==> config.mk <==
export PLATFORM = sky130hd
export DESIGN_NAME = multicycle_control
export DESIGN_NICKNAME = d
export VERILOG_FILES = /design/src/rtl/multicycle_control.sv
export SDC_FILE = /design/constraint.sdc
export NUM_CORES = 1
export LEC_CHECK = 0
export CAP_MARGIN = 20
export CORE_MARGIN = 2
export CORE_UTILIZATION = 47
export DETAILED_ROUTE_END_ITERATION = 10
export GPL_ROUTABILITY_DRIVEN = 0
export MAX_ROUTING_LAYER = met4
export PLACE_DENSITY = 0.79
export SLEW_MARGIN = 0
export SYNTH_ARGS = -nofsm -noshare
export SYNTH_HDL_FRONTEND = slang
export SYNTH_SLANG_ARGS = --single-unit
==> constraint.sdc <==
create_clock -name clk -period 2.11 [get_ports clk]
set_input_delay 0.422 -clock clk [delete_from_list [all_inputs] [get_ports clk]]
set_output_delay 0.422 -clock clk [all_outputs]
set_load 0.005 [all_outputs]
==> src/rtl/multicycle_control.sv <==
`default_nettype none
// ============================================================================
// Module   : multicycle_control
// Brief    : Multicycle LEGv8-subset control FSM with memory handshake and a
//            wait-cycle timeout. Define MULTICYCLE_IMM_EN to add ADDI/SUBI.
// Revision : 1.0 - initial release
// ============================================================================
module multicycle_control #(
    parameter int TIMEOUT = 15
) (
    input  logic        clk,
    input  logic        reset,
    input  logic [10:0] opcode,
    input  logic        zero_E,
    input  logic        mem_ack,
    output logic        imem_req,
    output logic        dmem_req,
    output logic        memRead,
    output logic        memWrite,
    output logic        IRWrite,
    output logic        PCWrite,
    output logic        PCSrc,
    output logic        AluSrc,
    output logic        regWrite,
    output logic        memtoReg,
    output logic [3:0]  AluControl,
    output logic        err
);

    localparam logic [2:0] c_FETCH  = 3'd0;
    localparam logic [2:0] c_DECODE = 3'd1;
    localparam logic [2:0] c_EXEC   = 3'd2;
    localparam logic [2:0] c_MEM    = 3'd3;
    localparam logic [2:0] c_WB     = 3'd4;
    localparam logic [2:0] c_HALT   = 3'd5;

    localparam logic [2:0] c_CLS_ILL  = 3'd0;
    localparam logic [2:0] c_CLS_LDUR = 3'd1;
    localparam logic [2:0] c_CLS_STUR = 3'd2;
    localparam logic [2:0] c_CLS_CBZ  = 3'd3;
    localparam logic [2:0] c_CLS_RTYP = 3'd4;
    localparam logic [2:0] c_CLS_IMM  = 3'd5;

    localparam logic [3:0] c_ALU_AND   = 4'b0000;
    localparam logic [3:0] c_ALU_ORR   = 4'b0001;
    localparam logic [3:0] c_ALU_ADD   = 4'b0010;
    localparam logic [3:0] c_ALU_SUB   = 4'b0110;
    localparam logic [3:0] c_ALU_PASSB = 4'b0111;

    localparam int c_CNT_W = $clog2(TIMEOUT + 1);

    logic [2:0]         r_state;
    logic [2:0]         w_nextState;
    logic [2:0]         r_cls;
    logic [3:0]         r_aluOp;
    logic [2:0]         w_cls;
    logic [3:0]         w_aluOp;
    logic [c_CNT_W-1:0] r_waitCnt;
    logic               r_err;
    logic               w_waiting;
    logic               w_timeout;

    always_comb begin
        w_cls   = c_CLS_ILL;
        w_aluOp = c_ALU_ADD;
        casez (opcode)
            11'b11111000010: w_cls = c_CLS_LDUR;
            11'b11111000000: w_cls = c_CLS_STUR;
            11'b10110100???: begin w_cls = c_CLS_CBZ;  w_aluOp = c_ALU_PASSB; end
            11'b10001011000: begin w_cls = c_CLS_RTYP; w_aluOp = c_ALU_ADD;   end
            11'b11001011000: begin w_cls = c_CLS_RTYP; w_aluOp = c_ALU_SUB;   end
            11'b10001010000: begin w_cls = c_CLS_RTYP; w_aluOp = c_ALU_AND;   end
            11'b10101010000: begin w_cls = c_CLS_RTYP; w_aluOp = c_ALU_ORR;   end
`ifdef MULTICYCLE_IMM_EN
            11'b1001000100?: begin w_cls = c_CLS_IMM;  w_aluOp = c_ALU_ADD;   end
            11'b1101000100?: begin w_cls = c_CLS_IMM;  w_aluOp = c_ALU_SUB;   end
`else
            11'b1001000100?: w_cls = c_CLS_ILL;
            11'b1101000100?: w_cls = c_CLS_ILL;
`endif
            default:         w_cls = c_CLS_ILL;
        endcase
    end

    // Timeout fires only when the TIMEOUT-th wait cycle also lacks an ack.
    assign w_waiting = (r_state == c_FETCH) || (r_state == c_MEM);
    assign w_timeout = w_waiting && !mem_ack &&
                       (r_waitCnt == c_CNT_W'(TIMEOUT - 1));

    always_ff @(posedge clk or negedge reset) begin
        if (!reset) begin
            r_state <= c_FETCH;
        end else begin
            r_state <= w_nextState;
        end
    end

    always_ff @(posedge clk or negedge reset) begin
        if (!reset) begin
            r_waitCnt <= '0;
            r_err     <= 1'b0;
            r_cls     <= c_CLS_ILL;
            r_aluOp   <= c_ALU_AND;
        end else begin
            if (w_nextState != r_state) begin
                r_waitCnt <= '0;
            end else if (w_waiting) begin
                r_waitCnt <= r_waitCnt + c_CNT_W'(1);
            end
            if (w_nextState == c_HALT) begin
                r_err <= 1'b1;
            end
            if (r_state == c_DECODE) begin
                r_cls   <= w_cls;
                r_aluOp <= w_aluOp;
            end
        end
    end

    always_comb begin
        w_nextState = r_state;
        case (r_state)
            c_FETCH: begin
                if (mem_ack)        w_nextState = c_DECODE;
                else if (w_timeout) w_nextState = c_HALT;
            end
            c_DECODE: w_nextState = (w_cls == c_CLS_ILL) ? c_HALT : c_EXEC;
            c_EXEC: begin
                if (r_cls == c_CLS_LDUR || r_cls == c_CLS_STUR) w_nextState = c_MEM;
                else if (r_cls == c_CLS_CBZ)                    w_nextState = c_FETCH;
                else                                            w_nextState = c_WB;
            end
            c_MEM: begin
                if (mem_ack)        w_nextState = (r_cls == c_CLS_LDUR) ? c_WB : c_FETCH;
                else if (w_timeout) w_nextState = c_HALT;
            end
            c_WB:     w_nextState = c_FETCH;
            c_HALT:   w_nextState = c_HALT;
            default:  w_nextState = c_FETCH;
        endcase
    end

    always_comb begin
        imem_req   = 1'b0;
        dmem_req   = 1'b0;
        memRead    = 1'b0;
        memWrite   = 1'b0;
        IRWrite    = 1'b0;
        PCWrite    = 1'b0;
        PCSrc      = 1'b0;
        AluSrc     = 1'b0;
        regWrite   = 1'b0;
        memtoReg   = 1'b0;
        AluControl = 4'b0000;
        err        = r_err;
        case (r_state)
            c_FETCH: begin
                imem_req = 1'b1;
                // Reset forces FETCH; keep an ack during reset from pulsing writes.
                IRWrite  = mem_ack && reset;
                PCWrite  = mem_ack && reset;
            end
            c_EXEC: begin
                AluControl = r_aluOp;
                case (r_cls)
                    c_CLS_LDUR, c_CLS_STUR: begin
                        AluSrc     = 1'b1;
                        AluControl = c_ALU_ADD;
                    end
                    c_CLS_IMM:  AluSrc = 1'b1;
                    c_CLS_CBZ: begin
                        PCWrite = zero_E;
                        PCSrc   = zero_E;
                    end
                    default:    AluSrc = 1'b0;
                endcase
            end
            c_MEM: begin
                dmem_req = 1'b1;
                memRead  = (r_cls == c_CLS_LDUR);
                memWrite = (r_cls == c_CLS_STUR);
            end
            c_WB: begin
                regWrite = 1'b1;
                memtoReg = (r_cls == c_CLS_LDUR);
            end
            default: ;
        endcase
    end

endmodule
`default_nettype wire

run_1/logic_types.png
The bar under the picture is 20 um long.
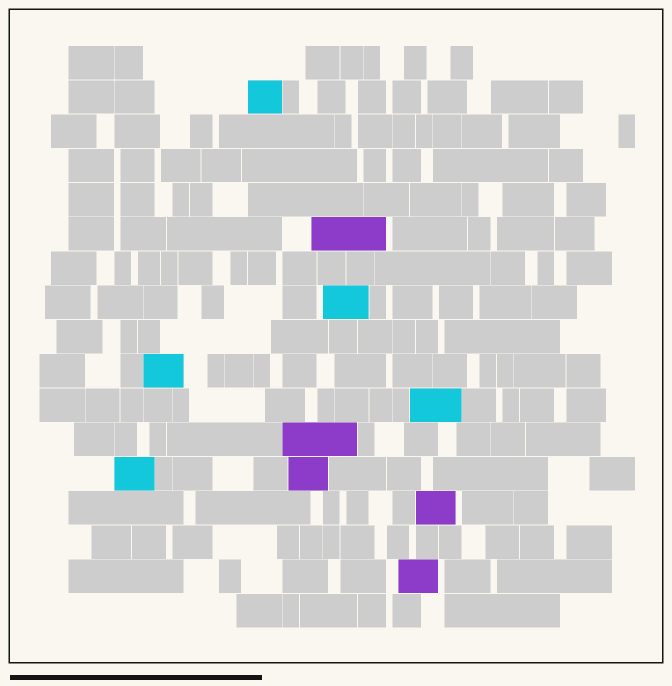
- purple: xor and xnor cells (cells 5)
- cyan: non-inverting ao/oa cells (cells 5)

run_1/congestion.png
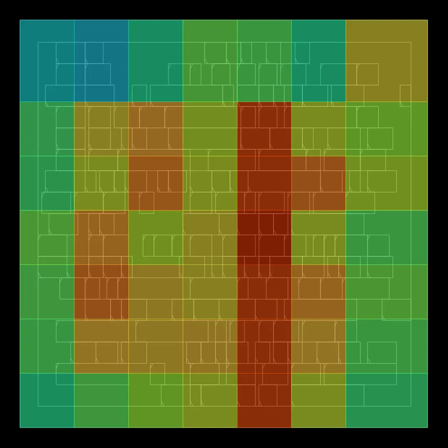
WL/cell: 15.0 um
GR peak layer: met2
gr usage total: 25.1%

run_1/placement_by_type.png
The bar under the picture is 20 um long.
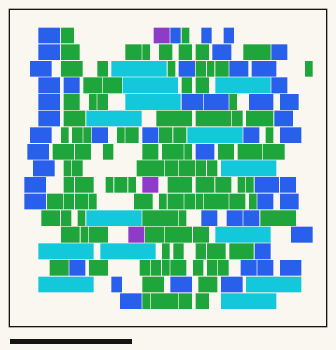
- green: combinational and other logic (cells 107)
- blue: remaining buffers and delay cells (cells 48)
- cyan: sequential cells (cells 14)
- purple: clock drivers (cells 3)
Design Area, Final: 1570 um^2
num rows: 17
fraction of area in registers: 22.4%

==> qor.csv, run 1 <==
stage,metric,value,unit
floorplan,coreArea,2190,um^2
synthesis,top_cells_by_count,"dfrtp_1 (14), nand2_1 (11), nor2_1 (10)",
synthesis,ys_cells,126,
synthesis,synth_top_cell_by_count,dfrtp_1,
floorplan,fp.dieH,51.8,um
pwr,p_sw,0.560,mW
final_layout,final_nets,191,
cts,cts_max_level,1,
grt,grtUsageMet1,28.1,%
floorplan,ios,30,
detailed_routing,viasPerCell,5.78,
setup_path,worstPathRequired,1.69,ns
detailed_routing,num_vias,1155,
sta,hold_slack,0.486,ns
synthesis,ys_seq_share,32.6,%
grt,grt_overflow_total,0,
flow_run,maxCapViolCount,0,
final_layout,fill_cells,172,
synthesis,synth_area,1070,um^2
synthesis,ys_types,45,
sta,setup_viol,0,
detailed_routing,drt-initial-drc-count,23,
pwr,power_frac_comb,59.3,%
setup_path,crit_arrival,1.63,ns
setup_path,crit_fanout,3,
sta,slew_headroom,64.5,%
floorplan,fp-utilization,49.0,%
final_layout,final_cell_mix,"clkdlybuf4s50_1 (17), buf_4 (16), dfrtp_1 (14)",
grt,grt_pass1_wl,4840,um
final_layout,logic_area,717,um^2
detailed_routing,finalWirelength,2990,um
sta,worst_pin_slew,0.530,ns
place,io_buffers,28,
final_layout,regMostFlops,r_waitCnt,
pwr,pwr-share-clk,11.3,%
cts,root_buffer,clkbuf_4,
min_path,hold_path_class,in2async,
sta,fin_ws,0.0555,ns
synthesis,netlist_instances,126,
grt,antenna_found_initial,0,
status,status,"finished, final reports clean",
setup_path,rrSetupSlack,0.27,ns
setup_path,r2r_end,r_waitCnt[1],
floorplan,dieWidth,51.8,um
place,hpwlAfterDp,2210,um
[run 1: stage by stage]
stage | TNS (ns) | instances | util, %
finish | 0 | 200 | 71.4
global route | -0.000885 | 200 | 71.4
CTS | -0.0145 | 196 | 70.1
detailed placement | -0.454 | 191 | 66.1
global placement | -0.284 | 191 | 66.1
floorplan | 0 | 126 | -
[run 1: worst max-delay path by stage]
| stage | slack [ns] | end | startpoint | cells after the start |
|---|---|---|---|---|
| floorplan | 0.41 | AluControl[0] | r_state[0] | 3 |
| global placement | -0.08 | AluControl[0] | r_state[0] | 4 |
| detailed placement | -0.12 | AluControl[0] | r_state[0] | 4 |
| CTS | -0.01 | AluControl[1] | r_state[2] | 5 |
| global route | -0.0009 | AluControl[2] | r_state[0] | 4 |
| finish | 0.06 | AluControl[2] | r_state[0] | 4 |
[run 1: what timing repair did]
item,CTS,global route
pin swaps,2,3
buffers inserted,2,5
gates resized,30,9
setup endpoints to repair,12,5
[run 1: per-layer routing]
layer	share of wire, %	routed length (um)
met1	40	1190
met3	3.9	116
met5	0	0
met4	3.1	92
met2	53	1590
[run 1: layout make-up]
cell class	count	share of cell area, %
Inverter	6	1.44
Timing Repair Buffer	48	26.7
Multi-Input combinational cell	101	45.8
Clock buffer	3	1.44
Sequential cell	14	22.4
Tap cell	28	2.24
[run 1: critical path, stage by stage, from the launching register on]
cell	delay (ns)
dfrtp_1	0.40
or3b_4	0.43
a21oi_4	0.17
and2_4	0.16
clkdlybuf4s15_1	0.19
[run 1: cells by family after synthesis]
logic type      share of synthesized area, %
simple gates                            35.6
compound gates                          16.1
flops                                   32.6
buf+inv                                 6.41
xor+xnor                                4.78
fa+ha+maj                               2.33
mux                                     1.86
other cells                            0.349
run_1/sizes.png
The bar under the picture is 20 um long.
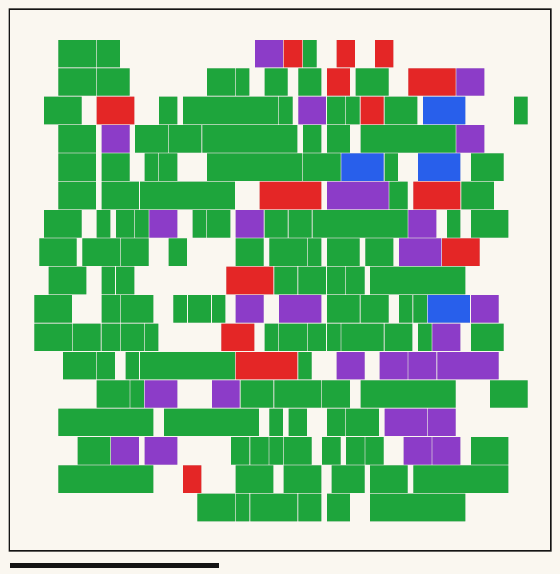

==> run 2, diff against run 1 <==
--- a/config.mk
+++ b/config.mk
@@ -7,11 +7,10 @@
 export LEC_CHECK = 0
 export CAP_MARGIN = 20
 export CORE_MARGIN = 2
-export CORE_UTILIZATION = 47
+export CORE_UTILIZATION = 30
 export DETAILED_ROUTE_END_ITERATION = 10
 export GPL_ROUTABILITY_DRIVEN = 0
 export MAX_ROUTING_LAYER = met4
-export PLACE_DENSITY = 0.79
 export SLEW_MARGIN = 0
 export SYNTH_ARGS = -nofsm -noshare
 export SYNTH_HDL_FRONTEND = slang
run_2/sizes.png
The bar under the picture is 20 um long.
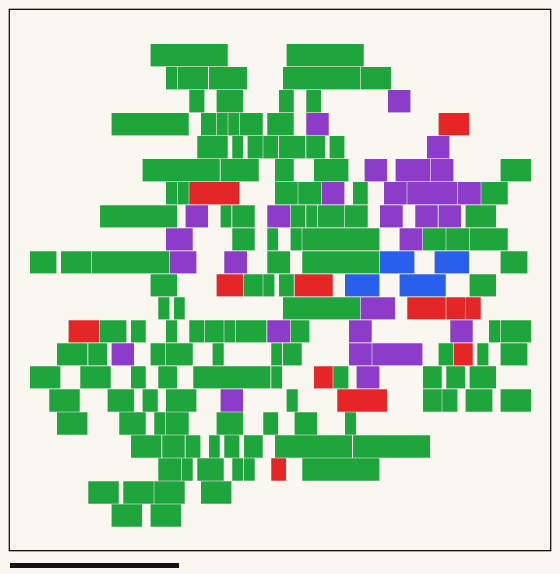
- red: _2 cells (cells 12)
- purple: _3 and _4 cells (cells 28)
- blue: _6 and larger (cells 4)
- green: _0 and _1 cells (cells 131)

==> run 2 against run 1 <==
Against the previous run:
- flip-flop count unchanged
- utilization shrank 24 points
- largest cell class unchanged
- sequential power down 4%
- cell area grew 3.2%
- combinational power grew 2.9%
- critical endpoint unchanged
- critical path type unchanged
==> qor.csv, run 2 <==
stage,metric,value,unit,change
pwr,pwr-share-clk,10.7,%,was 11.3%
floorplan,coreArea,3390,um^2,was 2190 um^2
floorplan,ios,30,,unchanged
synthesis,synth_top_cell_by_count,dfrtp_1,,unchanged
final_layout,regMostFlops,r_waitCnt,,unchanged
final_layout,logic_area,707,um^2,was 717 um^2
pwr,power_frac_comb,60.9,%,was 59.3%
grt,antenna_found_initial,0,,unchanged
synthesis,ys_cells,126,,unchanged
setup_path,max_stage_delay,0.42,ns,was 0.43 ns
synthesis,ys_types,45,,unchanged
min_path,hold_path_class,in2async,,unchanged
detailed_routing,wl_per_cell,12.2,um,was 15.0 um
floorplan,dieWidth,63.8,um,was 51.8 um
setup_path,critPathBufInv,1,,unchanged
final_layout,instances_no_fill,221,,was 200
final_layout,fill_cells,335,,was 172
cts,root_buffer,clkbuf_4,,unchanged
setup_path,cpMaxStageDelayCell,or3b_4,,unchanged
setup_path,worst-path-stages,4,,unchanged
setup_path,crit_fanout,3,,unchanged
grt,grt_usage,14.6,%,was 25.1%
place,hpwlAfterDp,2150,um,was 2210 um
place,io_buffers,28,,unchanged
place,dp.cells,211,,was 191
floorplan,fp.dieH,63.8,um,was 51.8 um
detailed_routing,drt-initial-drc-count,17,,was 23
status,status,"finished, final reports clean",,unchanged
grt,grt_overflow_total,0,,unchanged
synthesis,synth_area,1070,um^2,unchanged
synthesis,ys_seq_share,32.6,%,unchanged
detailed_routing,num_vias,1100,,"was 1,155"
sta,min_period,2.05,ns,about the same
detailed_routing,finalWirelength,2700,um,was 2990 um
synthesis,netlist_instances,126,,unchanged
floorplan,fp-utilization,31.7,%,was 49.0%
final_layout,final_nets,194,,was 191
cts,cts_max_level,1,,unchanged
sta,worst_pin_slew,0.552,ns,was 0.530 ns
sta,slew_headroom,63.0,%,was 64.5%
floorplan,num_rows,21,,was 17
detailed_routing,drc,0,,unchanged
run_2/flops_by_reg.png
The bar under the picture is 20 um long.
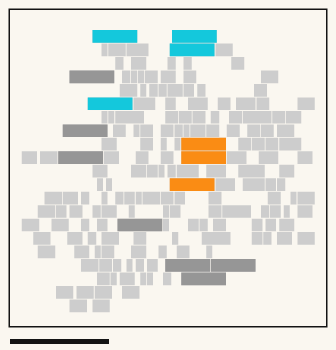
- orange: r_state (placed flops 3)
- cyan: r_waitCnt (placed flops 4; where north)
- not colored: 7
FF/Latch Area: 350 um^2
Util after Layout: 47.7%
Sequential Power: 0.385 mW
fraction of area in registers: 21.7%

run 2: timing repair:
| action | CTS | global route |
|---|---|---|
| pin swaps | 2 | 1 |
| gates cloned | 0 | 0 |
| buffers inserted | 7 | 1 |
| endpoints found under the setup margin | 12 | 5 |
| hold endpoints to repair | 0 | 0 |
| resized | 26 | 7 |
run 2: logic make-up (layout without fill, tap and decap cells):
kind of cell | Yosys count | in the layout | synth area share (%)
other | 1 | 1 | 0.349
DFF | 14 | 14 | 32.6
adders and majority gates | 2 | 2 | 2.33
buffers and inverters | 11 | 60 | 6.41
AOI/OAI and AO/OA | 25 | 25 | 16.1
and+or+nand+nor | 66 | 66 | 35.6
muxes | 2 | 2 | 1.86
xor gates and xnor gates | 5 | 5 | 4.78
run 2: worst paths after layout:
path | from | to | slack (ns)
max in group asynchronous | reset | r_cls[1] | 1.45
max | r_state[2] | AluControl[2] | 0.06
min | reset | r_waitCnt[2] | 0.49
max reg2reg | r_state[2] | r_cls[1] | 0.18
min reg2reg | err | err | 0.49
min in group clk | err | err | 0.49
run 2: final cells by class:
class                   instances  area share (%)
clock buffers                   3            1.39
inverters                       6            1.39
multi-input cells             101            43.8
flip-flops and latches         14            21.7
well taps                      46            3.56
repair buffers                 51            28.2
run 2: metrics by stage:
step	setup TNS, ns	util [%]	hold slack [ns]	worst slack, ns	area (um^2)
floorplan	0	-	0.126	0.413	1070
global placement	-0.218	43.8	0.472	-0.0595	1490
detailed placement	-0.274	43.8	0.481	-0.0870	1490
CTS	0	47.4	0.498	0.00790	1610
global route	-0.00410	47.7	0.498	-0.00410	1620
finish	0	47.7	0.491	0.0575	1620
run 2: routing by layer:
layer  wire (um)  global-route usage [%]  up-vias
met5           0                       -        -
met4          19                    4.08        0
met3         102                    2.11        2
met2        1350                    24.6       26
met1        1220                    18.1      514
li1            -                       -      558
Power is estimated from default activity; no workload was simulated.
